[config.mk]
export PLATFORM = sky130hd
export DESIGN_NAME = fir_stream_ctrl
export DESIGN_NICKNAME = d
export VERILOG_FILES = /design/src/rtl/fir_stream_ctrl.sv
export SDC_FILE = /design/constraint.sdc
export NUM_CORES = 1
export LEC_CHECK = 0
export ABC_AREA = 1
export ABC_CLOCK_PERIOD_IN_PS = 3100
export CAP_MARGIN = 20
export CELL_PAD_IN_SITES_DETAIL_PLACEMENT = 1
export CELL_PAD_IN_SITES_GLOBAL_PLACEMENT = 1
export CORE_MARGIN = 2
export CORE_UTILIZATION = 34
export CTS_BUF_LIST = sky130_fd_sc_hd__clkbuf_4 sky130_fd_sc_hd__clkbuf_8 sky130_fd_sc_hd__clkbuf_16
export DETAILED_ROUTE_END_ITERATION = 10
export GPL_TIMING_DRIVEN = 0
export PLACE_DENSITY_LB_ADDON = 0.15
export SYNTH_ARGS = -nofsm -noshare
export SYNTH_HDL_FRONTEND = slang
export SYNTH_SLANG_ARGS = --single-unit
[constraint.sdc]
create_clock -name clk -period 3.1 [get_ports clk]
set_input_delay 0.31 -clock clk [delete_from_list [all_inputs] [get_ports clk]]
set_output_delay 0.31 -clock clk [all_outputs]
set_load 0.01 [all_outputs]
[src/rtl/fir_stream_ctrl.sv]
// Control stage in front of the bit-serial symmetric FIR core: serialises coefficient words,
// issues one start per accepted sample, and captures the result onto a valid/ready port.
module fir_stream_ctrl #(
  parameter int BITS    = 8,
  parameter int TAPS    = 4,
  parameter int TIMEOUT = 64
) (
  input  logic            clk,
  input  logic            rst,
  input  logic [BITS-1:0] coef_data,
  input  logic            coef_valid,
  output logic            coef_ready,
  input  logic [BITS-1:0] samp_data,
  input  logic            samp_valid,
  output logic            samp_ready,
  output logic [BITS-1:0] res_data,
  output logic            res_valid,
  input  logic            res_ready,
  input  logic            lock_req,
  output logic            coef_loaded,
  output logic            timeout_err,
  output logic            fir_start,
  output logic [BITS-1:0] fir_x,
  output logic            fir_coeff_load_in,
  output logic            fir_coeff_in,
  output logic            fir_lock,
  input  logic            fir_done,
  input  logic [BITS-1:0] fir_y
);

  localparam int NCOEF = TAPS / 2;
  localparam int BCW   = (BITS > 1) ? $clog2(BITS) : 1;
  localparam int WCW   = (NCOEF > 1) ? $clog2(NCOEF) : 1;
  localparam int TCW   = (TIMEOUT > 1) ? $clog2(TIMEOUT) : 1;

  typedef enum logic [2:0] {
    IDLE,
    COEF_SHIFT,
    START,
    WAIT_DONE,
    CAPTURE
  } state_t;

  state_t          state, state_nxt;
  logic [BITS-1:0] shreg;
  logic [BCW-1:0]  bit_cnt;
  logic [WCW-1:0]  word_cnt;
  logic [TCW-1:0]  wdog;
  logic            coef_hs, samp_hs, res_hs;
  logic            shift_last, word_wrap, wdog_exp;

  // Handshakes are only offered in IDLE and are suppressed while reset is asserted.
  assign coef_ready = (state == IDLE) && !rst;
  assign samp_ready = (state == IDLE) && !rst && coef_loaded && !coef_valid && !res_valid;
  assign coef_hs    = coef_valid && coef_ready;
  assign samp_hs    = samp_valid && samp_ready;
  assign res_hs     = res_valid && res_ready;

  assign shift_last = (bit_cnt == BCW'(BITS - 1));
  assign word_wrap  = (word_cnt == WCW'(NCOEF - 1));
  assign wdog_exp   = (wdog == TCW'(TIMEOUT - 1));

  always_comb begin
    state_nxt         = state;
    fir_start         = 1'b0;
    fir_coeff_load_in = 1'b0;
    fir_coeff_in      = 1'b0;
    unique case (state)
      IDLE: begin
        if (coef_hs) begin
          state_nxt = COEF_SHIFT;
        end else if (samp_hs) begin
          state_nxt = START;
        end
      end
      COEF_SHIFT: begin
        fir_coeff_load_in = 1'b1;
        fir_coeff_in      = shreg[BITS-1];
        if (shift_last) begin
          state_nxt = IDLE;
        end
      end
      START: begin
        fir_start = 1'b1;
        state_nxt = WAIT_DONE;
      end
      WAIT_DONE: begin
        if (fir_done) begin
          state_nxt = CAPTURE;
        end else if (wdog_exp) begin
          state_nxt = IDLE;
        end
      end
      CAPTURE: state_nxt = IDLE;
      default: state_nxt = IDLE;
    endcase
  end

  always_ff @(posedge clk) begin
    if (rst) begin
      state       <= IDLE;
      shreg       <= '0;
      bit_cnt     <= '0;
      word_cnt    <= '0;
      wdog        <= '0;
      coef_loaded <= 1'b0;
      timeout_err <= 1'b0;
      fir_lock    <= 1'b0;
      fir_x       <= '0;
      res_data    <= '0;
      res_valid   <= 1'b0;
    end else begin
      state <= state_nxt;

      // Lock level follows the request only while no operation is in progress.
      if (state == IDLE) begin
        fir_lock <= lock_req;
      end

      if (coef_hs) begin
        shreg   <= coef_data;
        bit_cnt <= '0;
      end else if (state == COEF_SHIFT) begin
        shreg   <= {shreg[BITS-2:0], 1'b0};
        bit_cnt <= bit_cnt + 1'b1;
        if (shift_last) begin
          word_cnt <= word_wrap ? '0 : word_cnt + 1'b1;
          if (word_wrap) begin
            coef_loaded <= 1'b1;
          end
        end
      end

      if (samp_hs) begin
        fir_x <= samp_data;
      end

      if (state == START) begin
        wdog <= '0;
      end else if (state == WAIT_DONE) begin
        wdog <= wdog + 1'b1;
        if (!fir_done && wdog_exp) begin
          timeout_err <= 1'b1;
        end
      end

      // The core's accumulator settles one edge after done, so capture happens in CAPTURE.
      if (res_hs) begin
        res_valid <= 1'b0;
      end
      if (state == CAPTURE) begin
        res_data  <= fir_y;
        res_valid <= 1'b1;
      end
    end
  end

endmodule

==> run_1/clocks.png <==
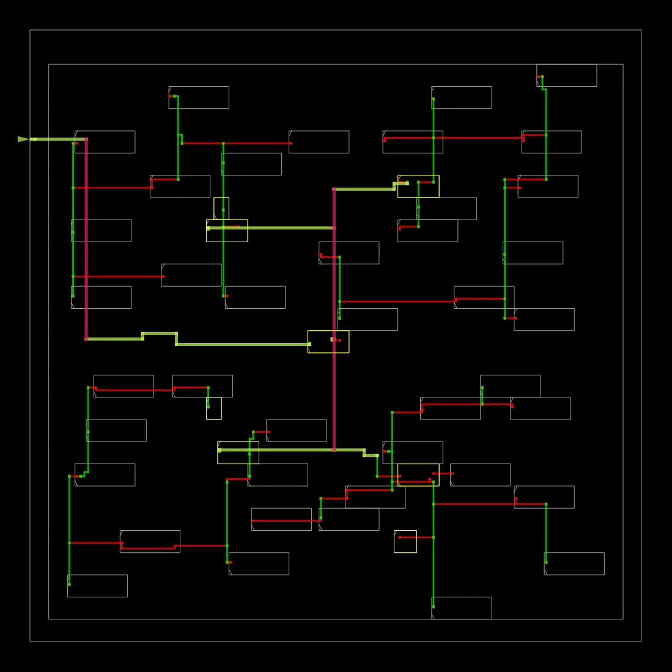
clock tree sinks: 41
clock distribution power: 0.000346 W
insertion delay to the later sink of the worst-skew pair: 0.29 ns
Setup Skew: 0.00771 ns
FFs & Latches: 41

==> run_1/placement_by_type.png <==
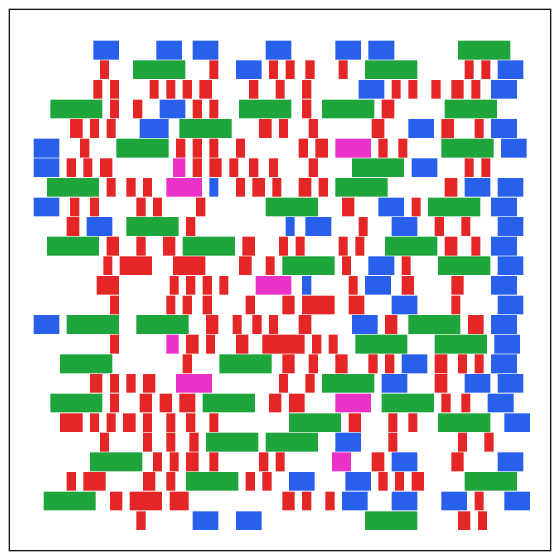
colour	class	cells
red	combinational and other logic	195
green	flops	41
magenta	clock drivers and dummy loads	8
blue	other buffers and delay cells	59
flop share of the area: 33.8%
Design Area, Final: 2430 µm²
post-layout util: 50.8%

==> metrics.json, run 1 <==
{
  "detailed_routing": {
    "vias_per_cell": 4.51,
    "detail_route.iter0.violations": 25,
    "route.detailed.wl_per_inst_um": 11.4,
    "routed_via_count": 1670,
    "drt_pass1_iterations": 4,
    "topRoutingLayerUsed": "met4",
    "finalWirelength_um": 4210,
    "ant_nets": 0,
    "met2WireLength_um": 1880,
    "route.met3.wl_um": 264,
    "post-route-drc-count": 0
  },
  "worst_setup_path": {
    "r2r-end": "fir_x[7]",
    "cp-endpoint": "fir_coeff_in",
    "critical_path_type": "reg2out",
    "worst-r2r-cell-count": 7,
    "crit_path_start_kind": "flop",
    "critical_path.startpoint": "state[1]",
    "worst_r2r_startpoint": "state[1]",
    "reg2reg_slack_ns": 1.66,
    "worst-path-max-fanout": 10,
    "critical_path.endpoint_type": "output pin",
    "timing.critical_path.required_ns": 2.79,
    "worst_endpoint_data_arrival_time_ns": 1.90
  },
  "pwr": {
    "total_power_w": 0.00121,
    "total_leakage_power_nw": 0.968,
    "irDropWorstVdd_mv": 0.254,
    "power_per_cell_area_nw_per_um2": 496
  },
  "logic_synthesis": {
    "ys_ff": 41,
    "synth.yosys.num_cells": 240,
    "post_synth_main_logic_family": "simple AND/OR/NAND/NOR gates",
    "synth_mux_share_pct": 0,
    "post_synth_main_area_contributors": "dfxtp_1 48%, nor2_1 14%, nand2_1 8.3%",
    "ys_seq_share_pct": 48.0,
    "synth_area_per_cell_um2": 7.13,
    "synthAoiAreaFrac_pct": 10.3,
    "enable_flop_cells": 0,
    "synth.cell_area_um2": 1710,
    "xor_and_xnor_fraction_of_the_mapped_netlist_area_pct": 1.54,
    "number_of_warnings_reported_in_the_yosys_synthesis_log": 0,
    "adder_share_pct": 2.19,
    "flop_cell": "dfxtp_1",
    "simple_gate_share_of_the_synthesized_area_pct": 29.8,
    "synth_nets": 274,
    "yosys_reported_design_area_after_synthesis_um2": 1710,
    "synthDominantCellAreaShare_pct": 48.0,
    "area_leader_netlist": "dfxtp_1",
    "netlist_instances": 240,
    "number_of_distinct_library_cell_variants_in_the_gate_level_netlist_after_synthesis": 21,
    "async_reset_ff_share_pct": 0
  },
  "finish": {
    "area_growth_pct": 42.1,
    "biggestCellCategory": "sequential cells",
    "final.fill_count": 617,
    "final_layout_size_suffix_gt1_share_pct": 5.61,
    "bufAreaShareNonClock_pct": 23.6,
    "layout.non_clock_inverters": 31,
    "final.clkbuf_count": 6,
    "antenna-diode-count": 0,
    "layout.nets": 336,
    "final-comb-area_um2": 751,
    "finish.cell_count_without_fillers": 370,
    "combinational_fraction_of_the_cell_area_pct": 30.9,
    "comb.multi_input.count": 164,
    "n_all_buffers": 59,
    "layout.clock.cell_area_share_pct": 3.55
  },
  "timing": {
    "hold_ws_ns": 0.462,
    "final_count_of_negative_setup_slack_endpoints": 0,
    "finalHoldViolations": 0,
    "final.period_utilization_pct": 71.4,
    "worst_slack_ns": 0.886,
    "grt_setup_unrepaired": "false",
    "clock.fmax_mhz": 452,
    "slew_headroom_pct": 68.4,
    "timing.final.crit_period_ns": 2.21,
    "worst-slew-pin-transition_ns": 0.475,
    "setup_total_negative_slack_ns": 0,
    "slew_viol_final": 0
  },
  "flow_run": {
    "stage_log_warnings": 26,
    "drv.max_cap_violation_count": 0
  },
  "global_route": {
    "grt_first_pass_wirelength_um": 7150,
    "grt_util_met3_pct": 4.55,
    "maximum_number_of_pins_on_one_net_before_global_route_repair": 13,
    "grt_antenna_before_repair": 0,
    "via_count_of_the_first_global_routing_pass": 1625,
    "gr-usage-all-layers_pct": 16.7,
    "gr-total-overflow": 0,
    "grt_busiest_layer": "met2",
    "groute.layer.met1.usage_pct": 21.1
  },
  "hold_path": {
    "min-delay-path-class": "reg2reg",
    "min_delay_path_depth": 2,
    "hold_end": "shreg[1]",
    "startpoint_of_the_tightest_hold_check_path": "shreg[1]"
  },
  "die": {
    "die_area_um2": 5610,
    "coreArea_um2": 4790,
    "die-height_um": 74.9,
    "top_level_ports": 56,
    "floorplan.core_util_pct": 35.7,
    "die_w_um": 74.9,
    "n_tap_cell": 67
  },
  "cts": {
    "max-clock-path-buffers": 2,
    "cts-htree-levels": 2,
    "cts-buffers-inserted": 5,
    "cts_hold_buf": 0,
    "worst_setup_hold_path_clk_slew_ns": 0.07,
    "postCtsSetupBuffers": 0,
    "tritoncts": "done",
    "clock_tree.root_cell": "clkbuf_8"
  },
  "place": {
    "numPlacedInstances": 362,
    "placedInstanceArea_um2": 2340,
    "routabilityCongestion": 0.740,
    "port-buffer-count": 55,
    "detailed_place_hpwl_um": 3140
  },
  "run_status": {
    "status": "complete, no violations"
  }
}
==> run_1/clk_routes.png <==
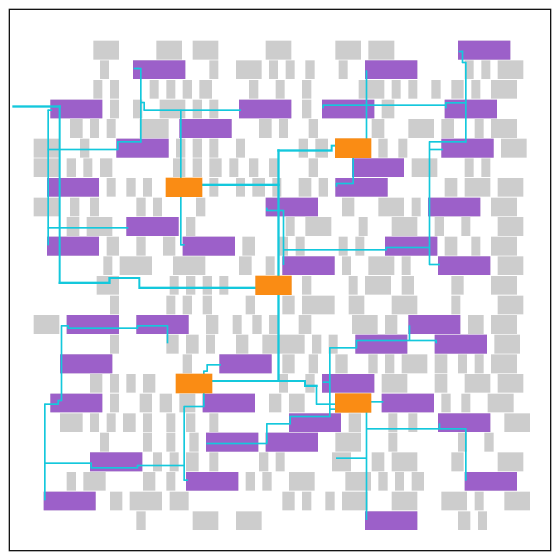
[purple] flip-flops | count: 41
[cyan] clock wires | length: 531 µm
[orange] clock drivers | count: 5
routed clock nets	6
Clk pwr share: 28.7%

==> run_1/flops_by_reg.png <==
The bar under the picture is 20 µm long. Other sequential cells in the stronger grey, the rest of the logic in the fainter grey.
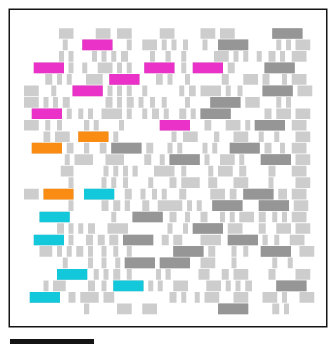
colour	signal	flops
cyan	wdog	6
orange	bit_cnt	3
magenta	shreg	8
not coloured	24
Seq. cell area: 821 µm²
sequential logic power: 0.000579 W

[run 1: cells in the final DEF (no fill, tap or decap)]
cell / instances
clkinv_2: 2
nor3_1: 3
dfxtp_1: 41
inv_2: 3
clkdlybuf4s50_1: 55
nand2_2: 1
clkbuf_1: 2
nor2_1: 66
o21ai_0: 17
xnor2_1: 2
nand4_2: 1
nand3_1: 10
clkbuf_4: 1
nand2_1: 38
buf_1: 1
clkbuf_8: 5
ha_1: 3
a31oi_1: 1
nor2_2: 2
inv_1: 28
buf_6: 1
xor2_1: 1
nand3b_1: 1
nor3_4: 1
a21oi_1: 17
[run 1: critical path, stage by stage, from the launching register on]
cell and delay [ns]:
dfxtp_1 0.36, nor3_4 0.39, inv_2 0.09, buf_6 0.16, nor2_1 0.08, clkdlybuf4s50_1 0.54
[run 1: synth_stat cells, types with 2 or more instances]
| cell type | n |
|---|---|
| a21oi_1 | 17 |
| clkbuf_1 | 2 |
| dfxtp_1 | 41 |
| ha_1 | 3 |
| inv_1 | 28 |
| inv_2 | 3 |
| nand2_1 | 38 |
| nand3_1 | 10 |
| nor2_1 | 66 |
| nor2_2 | 2 |
| nor3_1 | 3 |
| o21ai_0 | 17 |
| xnor2_1 | 2 |
[run 1: sequential cells by signal, summed over array words and instances (netlist names)]
register	count
fir_x	8
res_data	8
shreg	8
wdog	6
bit_cnt	3
state	3
coef_loaded	1
fir_lock	1
res_valid	1
timeout_err	1
word_cnt	1
[run 1: where the power goes]
group / internal (W) / switching [W] / leakage (nW)
Combinational: 0.000126 / 0.000155 / 0.588
Clock: 0.000165 / 0.000181 / 0.0484
Sequential: 0.000557 / 0.0000221 / 0.332
==> run_1/sizes.png <==
The bar under the picture is 20 µm long.
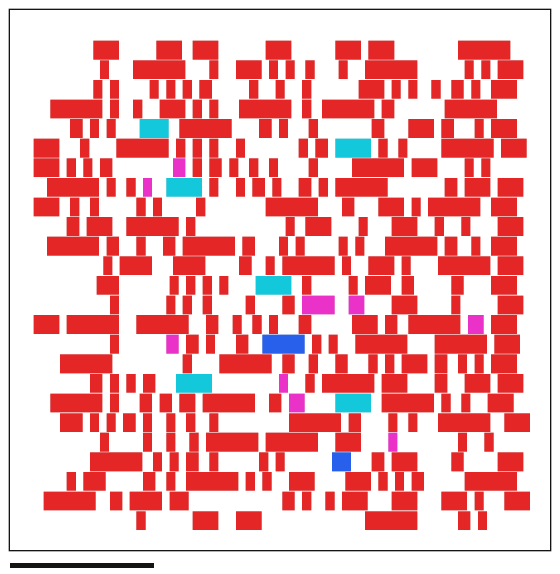

--- run 2 (diff from run 1) ---
--- a/config.mk
+++ b/config.mk
@@ -6,12 +6,12 @@
 export NUM_CORES = 1
 export LEC_CHECK = 0
 export ABC_AREA = 1
-export ABC_CLOCK_PERIOD_IN_PS = 3100
+export ABC_CLOCK_PERIOD_IN_PS = 2000
 export CAP_MARGIN = 20
 export CELL_PAD_IN_SITES_DETAIL_PLACEMENT = 1
 export CELL_PAD_IN_SITES_GLOBAL_PLACEMENT = 1
 export CORE_MARGIN = 2
-export CORE_UTILIZATION = 34
+export CORE_UTILIZATION = 28
 export CTS_BUF_LIST = sky130_fd_sc_hd__clkbuf_4 sky130_fd_sc_hd__clkbuf_8 sky130_fd_sc_hd__clkbuf_16
 export DETAILED_ROUTE_END_ITERATION = 10
 export GPL_TIMING_DRIVEN = 0
==> constraint.sdc (replaced) <==
create_clock -name clk -period 2 [get_ports clk]
set_input_delay 0.2 -clock clk [delete_from_list [all_inputs] [get_ports clk]]
set_output_delay 0.2 -clock clk [all_outputs]
set_load 0.01 [all_outputs]
==> run_2/sizes.png <==
The bar under the picture is 20 µm long.
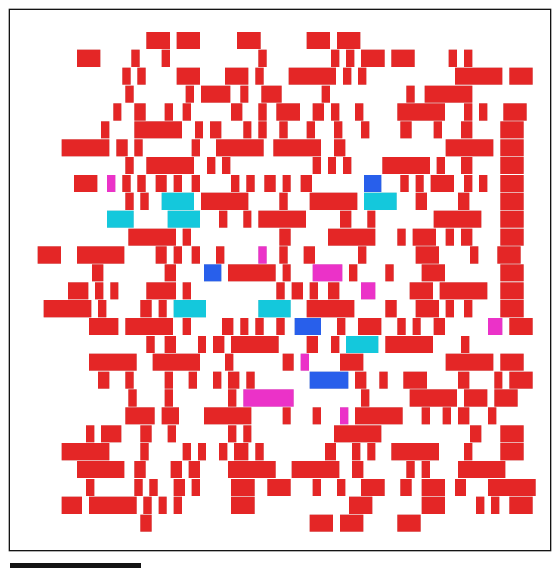
colour	size	cells	share
red	_0 and _1 cells	284	94%
cyan	_6 and larger	7	2.3%
magenta	_2 cells	8	2.6%
blue	_3 and _4 cells	4	1.3%
Signal buffers: 60
crit path setup slack, layout: 0.0939 ns
Synth-to-Final Area Change: 43.8%
Design Area, Final: 2460 µm²

==> run_2/flops_by_reg.png <==
The bar under the picture is 20 µm long. Other sequential cells in the stronger grey, the rest of the logic in the fainter grey.
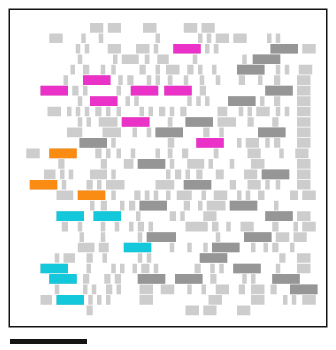
colour	signal	flops
cyan	wdog	6
magenta	shreg	8
orange	bit_cnt	3
not coloured	24
post-layout util: 41.5%
Seq. cell area: 822 µm²
flop share of the area: 33.4%
sequential logic power: 0.000904 W

==> metrics.json, run 2 <==
{
  "run_status": {
    "status": "complete, no violations"
  },
  "global_route": {
    "groute.layer.met1.usage_pct": 18.2,
    "gr-usage-all-layers_pct": 14.5,
    "maximum_number_of_pins_on_one_net_before_global_route_repair": 12,
    "global_route_met2_usage_pct": 24.4,
    "grt_busiest_layer": "met2",
    "grt_util_met3_pct": 3.37,
    "gr-total-overflow": 0,
    "grt_antenna_before_repair": 0,
    "via_count_of_the_first_global_routing_pass": 1632,
    "grt_first_pass_wirelength_um": 7480
  },
  "cts": {
    "cts-htree-levels": 2,
    "clock_tree.root_cell": "clkbuf_8",
    "cts_num_sinks": 41,
    "worst_setup_hold_path_clk_slew_ns": 0.07,
    "tritoncts": "done",
    "clk_latency_ns": 0.28,
    "max-clock-path-buffers": 2,
    "cts-buffers-inserted": 5
  },
  "pwr": {
    "irDropWorstVdd_mv": 0.397,
    "internal-power_w": 0.00136,
    "clk_pwr_share_pct": 29.1,
    "share_seq_of_total_power_pct": 47.3,
    "power.combinational.fraction_pct": 23.6,
    "total_leakage_power_nw": 0.988,
    "netSwitchingPower_w": 0.000553,
    "power_per_cell_area_nw_per_um2": 777,
    "p_sw_share_pct": 28.9
  },
  "worst_setup_path": {
    "reg2reg_slack_ns": 0.56,
    "critPathMaxStageDelay_ns": 0.55,
    "critical_path.endpoint_type": "output pin",
    "crit_buf_inv": 3,
    "critical-path-slowest-cell": "clkdlybuf4s50_1",
    "worst_r2r_startpoint": "state[2]",
    "worst-path-max-fanout": 7,
    "crit_path_start_kind": "flop",
    "worst_endpoint_data_arrival_time_ns": 1.71,
    "cp_top_family": "buffers and inverters",
    "timing.critical_path.required_ns": 1.80,
    "path_cells": "inv_2 -> nor3_4 -> buf_4 -> clkdlybuf4s50_1",
    "worst-r2r-cell-count": 6,
    "critical_path_cell_count": 4,
    "critical_path.startpoint": "state[0]",
    "critical_path_type": "reg2out"
  },
  "logic_synthesis": {
    "ys_seq_share_pct": 48.0,
    "flop_cell": "dfxtp_1",
    "synth.cell_area_um2": 1710,
    "number_of_warnings_reported_in_the_yosys_synthesis_log": 0,
    "post-synth-top-count-cell": "nor2_1",
    "async_reset_ff_share_pct": 0,
    "enable_flop_cells": 0,
    "synthTopCellsByCount": "66 x nor2_1, 41 x dfxtp_1, 38 x nand2_1",
    "synth.yosys.num_cells": 240,
    "netlist_instances": 240,
    "area_leader_netlist": "dfxtp_1",
    "synthDominantCellAreaShare_pct": 48.0,
    "yosys_reported_design_area_after_synthesis_um2": 1710,
    "post_synth_main_area_contributors": "dfxtp_1 48%, nor2_1 14%, nand2_1 8.3%",
    "synth_area_per_cell_um2": 7.13,
    "ys_ff": 41,
    "synth_nets": 274,
    "number_of_distinct_library_cell_variants_in_the_gate_level_netlist_after_synthesis": 21
  },
  "timing": {
    "final_count_of_negative_setup_slack_endpoints": 0,
    "clock.fmax_mhz": 525,
    "finalHoldViolations": 0,
    "clock_skew_ns": 0.00205,
    "worst-slew-pin-transition_ns": 0.475,
    "slew_viol_final": 0,
    "setup_total_negative_slack_ns": 0,
    "slew_headroom_pct": 68.3,
    "timing.final.crit_period_ns": 1.91,
    "final.period_utilization_pct": 95.3,
    "grt_setup_unrepaired": "false"
  },
  "detailed_routing": {
    "drt-met1-wl_um": 2140,
    "routed_via_count": 1690,
    "route.detailed.wl_per_inst_um": 11.9,
    "topRoutingLayerUsed": "met4",
    "ant_nets": 0,
    "post-route-drc-count": 0,
    "detail_route.iter0.violations": 26,
    "vias_per_cell": 4.47,
    "drt_pass1_iterations": 4,
    "finalWirelength_um": 4500,
    "route.met3.wl_um": 250,
    "met2WireLength_um": 2060
  },
  "die": {
    "die-height_um": 82.2,
    "floorplan.core_util_pct": 28.9,
    "std_cell_rows": 28,
    "die_w_um": 82.2,
    "top_level_ports": 56,
    "die_area_um2": 6750,
    "coreArea_um2": 5920
  },
  "hold_path": {
    "min_delay_path_depth": 2,
    "startpoint_of_the_tightest_hold_check_path": "rst",
    "min-delay-path-class": "in2reg"
  },
  "finish": {
    "final_cell_mix": "66 x nor2_1, 53 x clkdlybuf4s50_1, 40 x dfxtp_1, 38 x nand2_1, 27 x inv_1",
    "final.fill_count": 743,
    "layout.nets": 337,
    "top_regs": "fir_x x8, res_data x8, shreg x8",
    "antenna-diode-count": 0,
    "final_layout_size_suffix_gt1_share_pct": 6.27,
    "final_common_cell": "nor2_1"
  },
  "flow_run": {
    "drv.max_cap_violation_count": 0,
    "stage_log_warnings": 26
  },
  "place": {
    "routabilityCongestion": 0.707,
    "detailed_place_hpwl_um": 3410,
    "port-buffer-count": 55,
    "pre_cts_slack_ns": 0.0141
  }
}
run 2: kinds of logic (layout without fill, tap and decap cells):
kind of cell,count (synthesis),in the layout,share of synthesized area (%)
DFF,41,41,48.0
adders and majority gates,3,3,2.19
AOI/OAI and AO/OA,35,35,10.3
buffers and inverters,35,98,8.12
and+or+nand+nor,123,123,29.8
xor gates and xnor gates,3,3,1.54
run 2: power groups by stage:
stage,sequential [W],combinational (W),clock [W]
after floorplan,0.000915,0.000256,0
after global placement,0.000916,0.000436,0
after detailed placement,0.000919,0.000443,0
after CTS,0.000901,0.000459,0.000579
after global routing,0.000910,0.000516,0.000609
final,0.000904,0.000451,0.000557
run 2: area by class of cell:
cell class                      count  area, µm²  area share (%)
Buffer                              4       22.5           0.916
Clock buffer                        7       90.1            3.66
Inverter                           31        116            4.73
Multi-Input combinational cell    164        756            30.7
Sequential cell                    41        822            33.4
Tap cell                           75       93.8            3.81
Timing Repair Buffer               56        559            22.7
run 2: path summary, 6_finish.rpt:
check | end
min | shreg[0]
min reg2reg | shreg[2]
max | fir_coeff_load_in
max reg2reg | wdog[5]
run 2: per-stage QoR:
step | utilization (%) | hold slack [ns] | total power [W] | std cells | instance area [µm²]
after CTS | 41.4 | 0.470 | 0.00194 | 378 | 2450
after detailed placement | 39.8 | 0.457 | 0.00136 | 370 | 2350
after global routing | 41.5 | 0.290 | 0.00204 | 378 | 2460
final | 41.5 | 0.266 | 0.00191 | 378 | 2460
after global placement | 39.8 | 0.449 | 0.00135 | 370 | 2350
after floorplan | - | 0.269 | 0.00117 | 240 | 1710
run 2: timing repair:
action	4_1_cts	5_1_grt
hold buffers	0	0
setup buffers	1	0
endpoints found under the setup margin	1	1
pin swaps	1	0
endpoints found under the hold margin	0	0
gates resized	2	3
Power and IR drop assume default switching activity.
